==> config.mk <==
export PLATFORM = sky130hd
export DESIGN_NAME = text_ram_arbiter_flat
export DESIGN_NICKNAME = d
export VERILOG_FILES = /design/src/rtl/text_ram_arbiter_if.sv /design/src/rtl/text_ram_arbiter.sv /design/src/flat_wrapper.sv
export SDC_FILE = /design/constraint.sdc
export NUM_CORES = 1
export LEC_CHECK = 0
export ABC_AREA = 1
export CORE_ASPECT_RATIO = 1.2
export CORE_MARGIN = 3
export CORE_UTILIZATION = 38
export DETAILED_ROUTE_END_ITERATION = 6
export GPL_ROUTABILITY_DRIVEN = 1
export GPL_TIMING_DRIVEN = 0
export PLACE_DENSITY = 0.76
export SYNTH_ARGS = -nofsm -noshare
export SYNTH_HDL_FRONTEND = slang
export SYNTH_SLANG_ARGS = --single-unit
==> constraint.sdc <==
create_clock -name clk_i -period 1.3 [get_ports clk_i]
set_clock_uncertainty 0.1 [all_clocks]
set_input_delay 0.325 -clock clk_i [delete_from_list [all_inputs] [get_ports clk_i]]
set_output_delay 0.325 -clock clk_i [all_outputs]
set_load 0.05 [all_outputs]
==> src/rtl/text_ram_arbiter_if.sv <==
// Bus bundle between the text RAM arbiter, its two requesters (display fetcher, host
// register port) and the single-port text-cell RAM. The slave modport is the arbiter;
// the master modport is everything around it (requesters plus the RAM itself).
// Optional feature macro used by the arbiter: OGEGE_ARB_STARVE_GUARD_EN.
interface text_ram_arbiter_if #(
    parameter int unsigned AW = 12,
    parameter int unsigned DW = 16
);
    logic          disp_req;
    logic [AW-1:0] disp_addr;
    logic          disp_gnt;
    logic          disp_valid;
    logic [DW-1:0] disp_data;

    logic          host_req;
    logic          host_we;
    logic [AW-1:0] host_addr;
    logic [DW-1:0] host_wdata;
    logic          host_ack;
    logic [DW-1:0] host_rdata;

    logic          ram_en;
    logic          ram_we;
    logic [AW-1:0] ram_addr;
    logic [DW-1:0] ram_wdata;
    logic [DW-1:0] ram_rdata;

    modport slave (
        input  disp_req, disp_addr, host_req, host_we, host_addr, host_wdata, ram_rdata,
        output disp_gnt, disp_valid, disp_data, host_ack, host_rdata,
        output ram_en, ram_we, ram_addr, ram_wdata
    );

    modport master (
        output disp_req, disp_addr, host_req, host_we, host_addr, host_wdata, ram_rdata,
        input  disp_gnt, disp_valid, disp_data, host_ack, host_rdata,
        input  ram_en, ram_we, ram_addr, ram_wdata
    );
endinterface

==> src/rtl/text_ram_arbiter.sv <==
// Text-cell RAM arbiter: display scan-out has fixed priority, the host register port
// uses idle RAM cycles through a req/ack handshake. One RAM command per cycle, issued
// the cycle after the grant; read data returns one cycle after that.
// Optional feature: define OGEGE_ARB_STARVE_GUARD_EN to force a host slot after
// STARVE_MAX consecutive display grants while the host is waiting.
module text_ram_arbiter #(
    parameter int unsigned AW = 12,
    parameter int unsigned DW = 16
`ifdef OGEGE_ARB_STARVE_GUARD_EN
    ,
    parameter int unsigned STARVE_MAX = 8
`endif
) (
    input logic               clk_i,
    input logic               rst_i,
    text_ram_arbiter_if.slave bus
);

    typedef enum logic [1:0] {HIdle, HCmd, HRd} host_state_e;

    host_state_e   host_state_q, host_state_d;
    logic          host_we_q;
    logic [DW-1:0] host_rdata_q;
    logic          disp_s1_q, disp_s2_q;
    logic [DW-1:0] disp_data_q;
    logic          ram_en_q, ram_we_q;
    logic [AW-1:0] ram_addr_q;
    logic [DW-1:0] ram_wdata_q;
    logic          disp_gnt, host_gnt, force_host;

`ifdef OGEGE_ARB_STARVE_GUARD_EN
    localparam int unsigned CW = $clog2(STARVE_MAX + 1);
    logic [CW-1:0] starve_q, starve_d;

    assign force_host = (host_state_q == HIdle) && bus.host_req && (starve_q >= CW'(STARVE_MAX));

    // Count display grants the waiting host has lost; saturate at the limit.
    always_comb begin
        starve_d = starve_q;
        if (host_gnt || !bus.host_req) begin
            starve_d = '0;
        end else if ((host_state_q == HIdle) && disp_gnt && (starve_q < CW'(STARVE_MAX))) begin
            starve_d = starve_q + CW'(1);
        end
    end

    // Starvation counter register.
    always_ff @(posedge clk_i) begin
        if (rst_i) starve_q <= '0;
        else       starve_q <= starve_d;
    end
`else
    assign force_host = 1'b0;
`endif

    // Display wins unless a forced host slot is due; nothing is granted in reset.
    always_comb begin
        disp_gnt = bus.disp_req && !rst_i && !force_host;
        host_gnt = (host_state_q == HIdle) && bus.host_req && !rst_i && !disp_gnt;
    end

    // Host FSM next state.
    always_comb begin
        host_state_d = host_state_q;
        unique case (host_state_q)
            HIdle:   if (host_gnt) host_state_d = HCmd;
            HCmd:    host_state_d = host_we_q ? HIdle : HRd;
            HRd:     host_state_d = HIdle;
            default: host_state_d = HIdle;
        endcase
    end

    // Host FSM state and latched transaction type; read data kept after the ack.
    always_ff @(posedge clk_i) begin
        if (rst_i) begin
            host_state_q <= HIdle;
            host_we_q    <= 1'b0;
            host_rdata_q <= '0;
        end else begin
            host_state_q <= host_state_d;
            if (host_gnt) host_we_q <= bus.host_we;
            if (host_state_q == HRd) host_rdata_q <= bus.ram_rdata;
        end
    end

    // Registered RAM command from this cycle's grant; addr/wdata hold when idle.
    always_ff @(posedge clk_i) begin
        if (rst_i) begin
            ram_en_q    <= 1'b0;
            ram_we_q    <= 1'b0;
            ram_addr_q  <= '0;
            ram_wdata_q <= '0;
        end else begin
            ram_en_q <= disp_gnt || host_gnt;
            ram_we_q <= host_gnt && bus.host_we;
            if (disp_gnt) begin
                ram_addr_q <= bus.disp_addr;
            end else if (host_gnt) begin
                ram_addr_q  <= bus.host_addr;
                ram_wdata_q <= bus.host_wdata;
            end
        end
    end

    // Display read pipeline: grant -> command -> data; last data held between pulses.
    always_ff @(posedge clk_i) begin
        if (rst_i) begin
            disp_s1_q   <= 1'b0;
            disp_s2_q   <= 1'b0;
            disp_data_q <= '0;
        end else begin
            disp_s1_q <= disp_gnt;
            disp_s2_q <= disp_s1_q;
            if (disp_s2_q) disp_data_q <= bus.ram_rdata;
        end
    end

    assign bus.disp_gnt   = disp_gnt;
    assign bus.disp_valid = disp_s2_q;
    assign bus.disp_data  = disp_s2_q ? bus.ram_rdata : disp_data_q;
    assign bus.host_ack   = !rst_i && (((host_state_q == HCmd) && host_we_q) ||
                                       (host_state_q == HRd));
    assign bus.host_rdata = (host_state_q == HRd) ? bus.ram_rdata : host_rdata_q;
    assign bus.ram_en     = ram_en_q;
    assign bus.ram_we     = ram_we_q;
    assign bus.ram_addr   = ram_addr_q;
    assign bus.ram_wdata  = ram_wdata_q;

endmodule
==> src/flat_wrapper.sv <==
// flat-port wrapper written by rule: the top's interface ports become plain ports
module text_ram_arbiter_flat 
#(
    parameter int unsigned AW = 12,
    parameter int unsigned DW = 16

)
  (clk_i, rst_i, bus_disp_req, bus_disp_addr, bus_host_req, bus_host_we, bus_host_addr, bus_host_wdata, bus_ram_rdata, bus_disp_gnt, bus_disp_valid, bus_disp_data, bus_host_ack, bus_host_rdata, bus_ram_en, bus_ram_we, bus_ram_addr, bus_ram_wdata);
  text_ram_arbiter_if #(.AW(AW), .DW(DW)) bus_i ();
  input logic clk_i;
  input logic rst_i;
  input wire logic [$bits(bus_i.disp_req)-1:0] bus_disp_req;
  input wire logic [$bits(bus_i.disp_addr)-1:0] bus_disp_addr;
  input wire logic [$bits(bus_i.host_req)-1:0] bus_host_req;
  input wire logic [$bits(bus_i.host_we)-1:0] bus_host_we;
  input wire logic [$bits(bus_i.host_addr)-1:0] bus_host_addr;
  input wire logic [$bits(bus_i.host_wdata)-1:0] bus_host_wdata;
  input wire logic [$bits(bus_i.ram_rdata)-1:0] bus_ram_rdata;
  output wire logic [$bits(bus_i.disp_gnt)-1:0] bus_disp_gnt;
  output wire logic [$bits(bus_i.disp_valid)-1:0] bus_disp_valid;
  output wire logic [$bits(bus_i.disp_data)-1:0] bus_disp_data;
  output wire logic [$bits(bus_i.host_ack)-1:0] bus_host_ack;
  output wire logic [$bits(bus_i.host_rdata)-1:0] bus_host_rdata;
  output wire logic [$bits(bus_i.ram_en)-1:0] bus_ram_en;
  output wire logic [$bits(bus_i.ram_we)-1:0] bus_ram_we;
  output wire logic [$bits(bus_i.ram_addr)-1:0] bus_ram_addr;
  output wire logic [$bits(bus_i.ram_wdata)-1:0] bus_ram_wdata;
  assign bus_i.disp_req = bus_disp_req;
  assign bus_i.disp_addr = bus_disp_addr;
  assign bus_i.host_req = bus_host_req;
  assign bus_i.host_we = bus_host_we;
  assign bus_i.host_addr = bus_host_addr;
  assign bus_i.host_wdata = bus_host_wdata;
  assign bus_i.ram_rdata = bus_ram_rdata;
  assign bus_disp_gnt = bus_i.disp_gnt;
  assign bus_disp_valid = bus_i.disp_valid;
  assign bus_disp_data = bus_i.disp_data;
  assign bus_host_ack = bus_i.host_ack;
  assign bus_host_rdata = bus_i.host_rdata;
  assign bus_ram_en = bus_i.ram_en;
  assign bus_ram_we = bus_i.ram_we;
  assign bus_ram_addr = bus_i.ram_addr;
  assign bus_ram_wdata = bus_i.ram_wdata;
  text_ram_arbiter #(.AW(AW), .DW(DW)) u_core (.clk_i(clk_i), .rst_i(rst_i), .bus(bus_i));
endmodule
**Routed metal per tile**

Drawn at 4 px/um. 17 x 20 tiles, from white (low) to dark blue (high), scaled to the fullest tile. Values are wire area over tile area, all layers added.
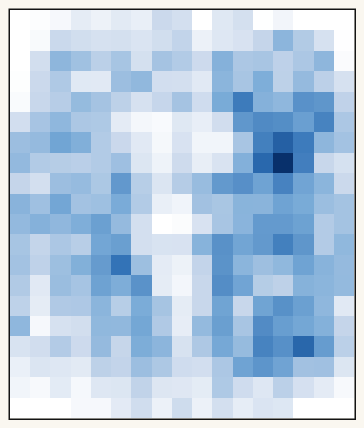
densest ninth of the die	east
tiles over half the peak	17%
mean over tiles	0.19
fullest tile	0.61
Total Routing Usage GR: 0.211
routed len/inst: 14.9 um
wire length after detailed routing: 10,500 um

**Met4 routing**

Drawn at 4 px/um. Supply wires on this layer in grey.
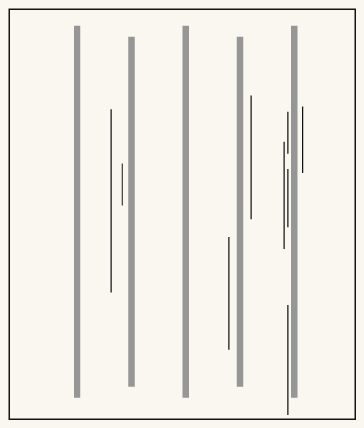
main direction	vertical
wire length on this layer	209 um
share of all routed wire	2.0%
nets with wire on the layer	8
via count: 3,316

**Selected gate families**

Drawn at 6 px/um.
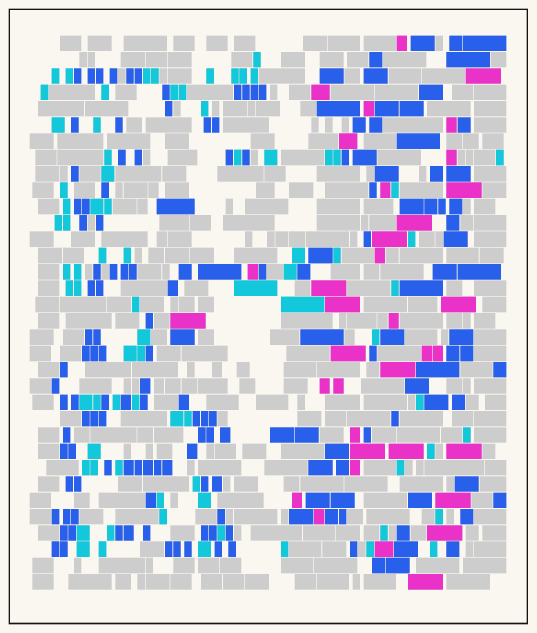
colour	family	cells	most used
blue	nand cells	163	nand2_1
magenta	aoi and oai cells	35	a21oi_1
cyan	nor cells	77	nor2_1
Commonest Layout Cell: nand2_1
combinational share of cell area: 0.307

==> results.toml <==
# yosys + openroad results
[worst_setup_path]
crit_start = "u_core.host_state_q[0]"
reg2reg_to = "u_core.host_rdata_q[2]"
crit_family = "buffers and inverters"
crit_type = "flip-flop to output port"
cp-end-kind = "output port"
crit_top_cell = "inv_4"
path_cells = "inv_4 > nand2_8 > buf_12 > o21ai_4 > inv_4 > buf_6"
r2r-start = "u_core.host_state_q[0]"
critPathArrivalTime_ns = 1.42
crit_cells = 6
r2r_slack_ns = -0.06
worst-path-buf-inv = 4
reg2reg_depth = 7
start_kind = "flip-flop"
crit_required_ns = 0.88
crit_end = "bus_host_rdata[2]"
slowest_stage = "dfxtp_4"

[power_and_ir_drop]
net-switching-power_mw = 1.81
internal-power_mw = 3.58
p_sw_frac = 0.336
peakVddDrop_v = 0.000812
combPwrFrac = 0.321
p_leak_nw = 2.80
power_mw = 5.38
powerDensity_mw_per_mm2 = 926
pwr-share-seq = 0.415
clkPwrFrac = 0.263

[place]
placed_area_sq_mm = 0.00459
gp_congestion = 0.799
post-dp-hpwl_um = 6170
port_buffers = 125
place_inst = 649

[cells_and_area]
synthToLayoutAreaGrowth_pct = 98.8
fin_area_sq_mm = 0.00582
nets = 672
stdcell_count = 704
drive_gt1_frac = 0.459
n_antenna_cell = 0

[synth]
synth_cell_types = 19
yosys_area_sq_mm = 0.00293
syn_area_per_cell_sq_um = 6.74
netlist_instances = 434
synth_nets = 495
ys_cells = 434
yosysWarnings = 0
synth_seq_share = 0.459
synth_flops = 67
syn-cell-area_sq_mm = 0.00293

[job]
warnings = 29
drv_cap = 0

[die]
fp_util = 0.397
die-area_sq_mm = 0.00879
io_pins = 126
die_w_um = 86.1
dieHeight_um = 102

[route]
routed_via_density = 4.71
ant_nets = 0
route.detailed.drc = 0
drt_iter0_drc = 66

[clock_tree]
cts_tree = "yes"
cts_buffer_depth = 2
hold_buffers = 0
cts_buffers = 9
root_buffer = "clkbuf_8"
worstSkewPairLatency_ns = 0.34
cts_max_level = 3
clkTransAtPathRegs_ns = 0.07
clock_sinks = 67

[timing]
layout_min_cycle_time_ns = 1.85
drv_slew = 0
rsz0062_at_grt = "true"
min_period_over_period = 1.42
hold_viol_final = 0
setup_viol = 62
tightest_slew_ns = 0.595
timing.fmax_mhz = 541
max_slew_margin = 0.604
layout_setup_ws_ns = -0.549

[grt]
grt_pass1_wl_um = 14600
grt_max_degree = 13
grt.met2_usage = 0.396
grt_busiest_layer = "met2"
antenna_found_initial = 0
overflow = 0
grt_pass1_vias = 3035

[min_path]
hp-class = "primary input to flip-flop"

[status]
status = "finished with violations"
violations = "setup timing"
**Routing congestion map**

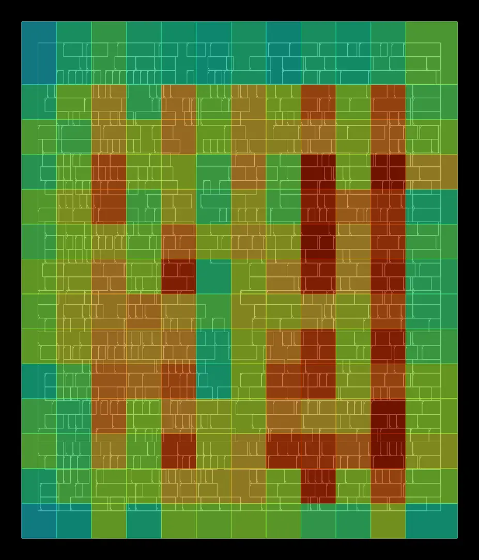
met3 usage: 0.0524
met1 Use GR: 0.226

**Layout detail**

Window x 28 to 58, y 16 to 46 um. Cells in grey, sequential cells in the stronger grey; small squares are vias.
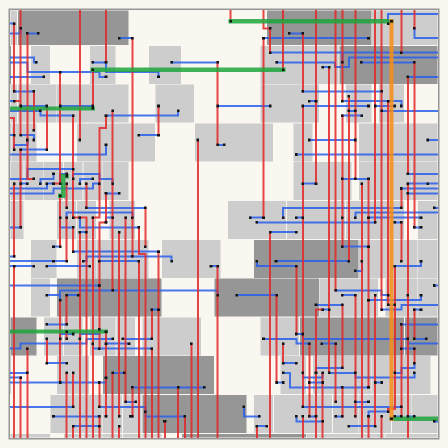
colour	layer
orange	M4
blue	M1
green	M3
red	M2
netlist names of flops here include	u_core.disp_data_q (5), u_core.bus.ram_addr (3)
sequential cells in the window	9
most frequent	nand2_1 (8), nand2_4 (7), dfxtp_1 (7)
cells with their middle in the window	67

-- power by group through the flow --
stage                     registers [mW]  clock network (mW)  logic (mW)
after floorplan                     2.47                   0       0.638
after global placement              2.24                   0        1.36
after detailed placement            2.25                   0        1.38
after CTS                           2.22                1.43        1.59
after global routing                2.24                1.55        1.83
final                               2.23                1.42        1.73
-- final cells by class --
type,instances,area [sq um]
Multi-Input combinational cell,275,1790
Timing Repair Buffer,167,1850
Fill cell,472,1540
Inverter,71,305
Tap cell,90,113
Buffer,20,235
Clock buffer,10,128
Clock inverter,4,20.0
Sequential cell,67,1380
-- cell families (layout without fill, tap and decap cells) --
logic type	after synthesis	after routing	share of synthesized area
AND/OR/NAND/NOR	240	240	0.336
buffers and inverters	92	272	0.142
flip-flops	67	67	0.459
AND-OR/OR-AND	35	35	0.0637
-- state kept, by name, indices dropped and copies added, names as in the netlist --
register and count:
u_core.host_we_q 1, u_core.host_rdata_q 16, u_core.disp_s1_q 1, u_core.bus.ram_addr 12
u_core.host_state_q 2, u_core.bus.ram_wdata 16, u_core.disp_data_q 16, u_core.bus.disp_valid 1
u_core.bus.ram_we 1, u_core.bus.ram_en 1
-- routing by layer --
layer,wire length (um),up-vias
met5,0,-
met4,208,0
met3,667,21
met2,5830,122
met1,3760,1538
li1,-,1635
-- how the worst min path moves through the flow --
stage                                  endpoint             start  cells after the start
after floorplan           u_core.bus.disp_valid  u_core.disp_s1_q                      2
after global placement    u_core.bus.disp_valid  u_core.disp_s1_q                      2
after detailed placement  u_core.bus.disp_valid  u_core.disp_s1_q                      2
after CTS                     u_core.bus.ram_we      bus_disp_req                      4
after global routing          u_core.bus.ram_we      bus_disp_req                      4
final                         u_core.bus.ram_we      bus_disp_req                      4
-- timing repair --
action	CTS	global route
endpoints found under the setup margin	116	81
gates cloned	4	1
gates resized	563	84
pin swaps	10	13
buffers inserted	16	21
endpoints found under the hold margin	0	0
-- tightest hold or removal path: cells and delay by family --
| family | cells | cell delay [ns] |
|---|---|---|
| AND/OR/NAND/NOR | 1 | 0.13 |
| buffers and inverters | 3 | 0.20 |
-- through the flow --
step	TNS, ns	hold slack, ns	util	setup WS [ns]
floorplan	-1.59	0.279	-	-0.0801
global placement	-66.61	0.283	0.624	-1.32
detailed placement	-68.08	0.294	0.624	-1.32
CTS	-15.58	0.285	0.726	-0.526
global route	-20.11	0.263	0.790	-0.589
finish	-16.68	0.247	0.790	-0.549
-- placed cells by master (no fill, tap or decap), drive strengths merged --
cell / instances
dfxtp: 67
nand4: 1
a21oi: 19
dlygate4sd2: 1
clkbuf: 16
clkdlybuf4s50: 55
inv: 70
dlymetal6s2s: 2
buf: 123
o21ai: 16
clkinv: 4
nand3: 13
clkinvlp: 1
nand2: 149
nor4: 1
nor2: 76
-- Yosys cell counts (all sizes together) --
master | instances | share of area
clkbuf | 6 | 0.0077
inv | 71 | 0.091
buf | 15 | 0.043
nand2 | 149 | 0.20
nor2 | 76 | 0.11
nor4 | 1 | 0.0021
nand4 | 1 | 0.0021
dfxtp | 67 | 0.46
nand3 | 13 | 0.027
o21ai | 16 | 0.027
a21oi | 19 | 0.036
Power is estimated from default activity; no workload was simulated.
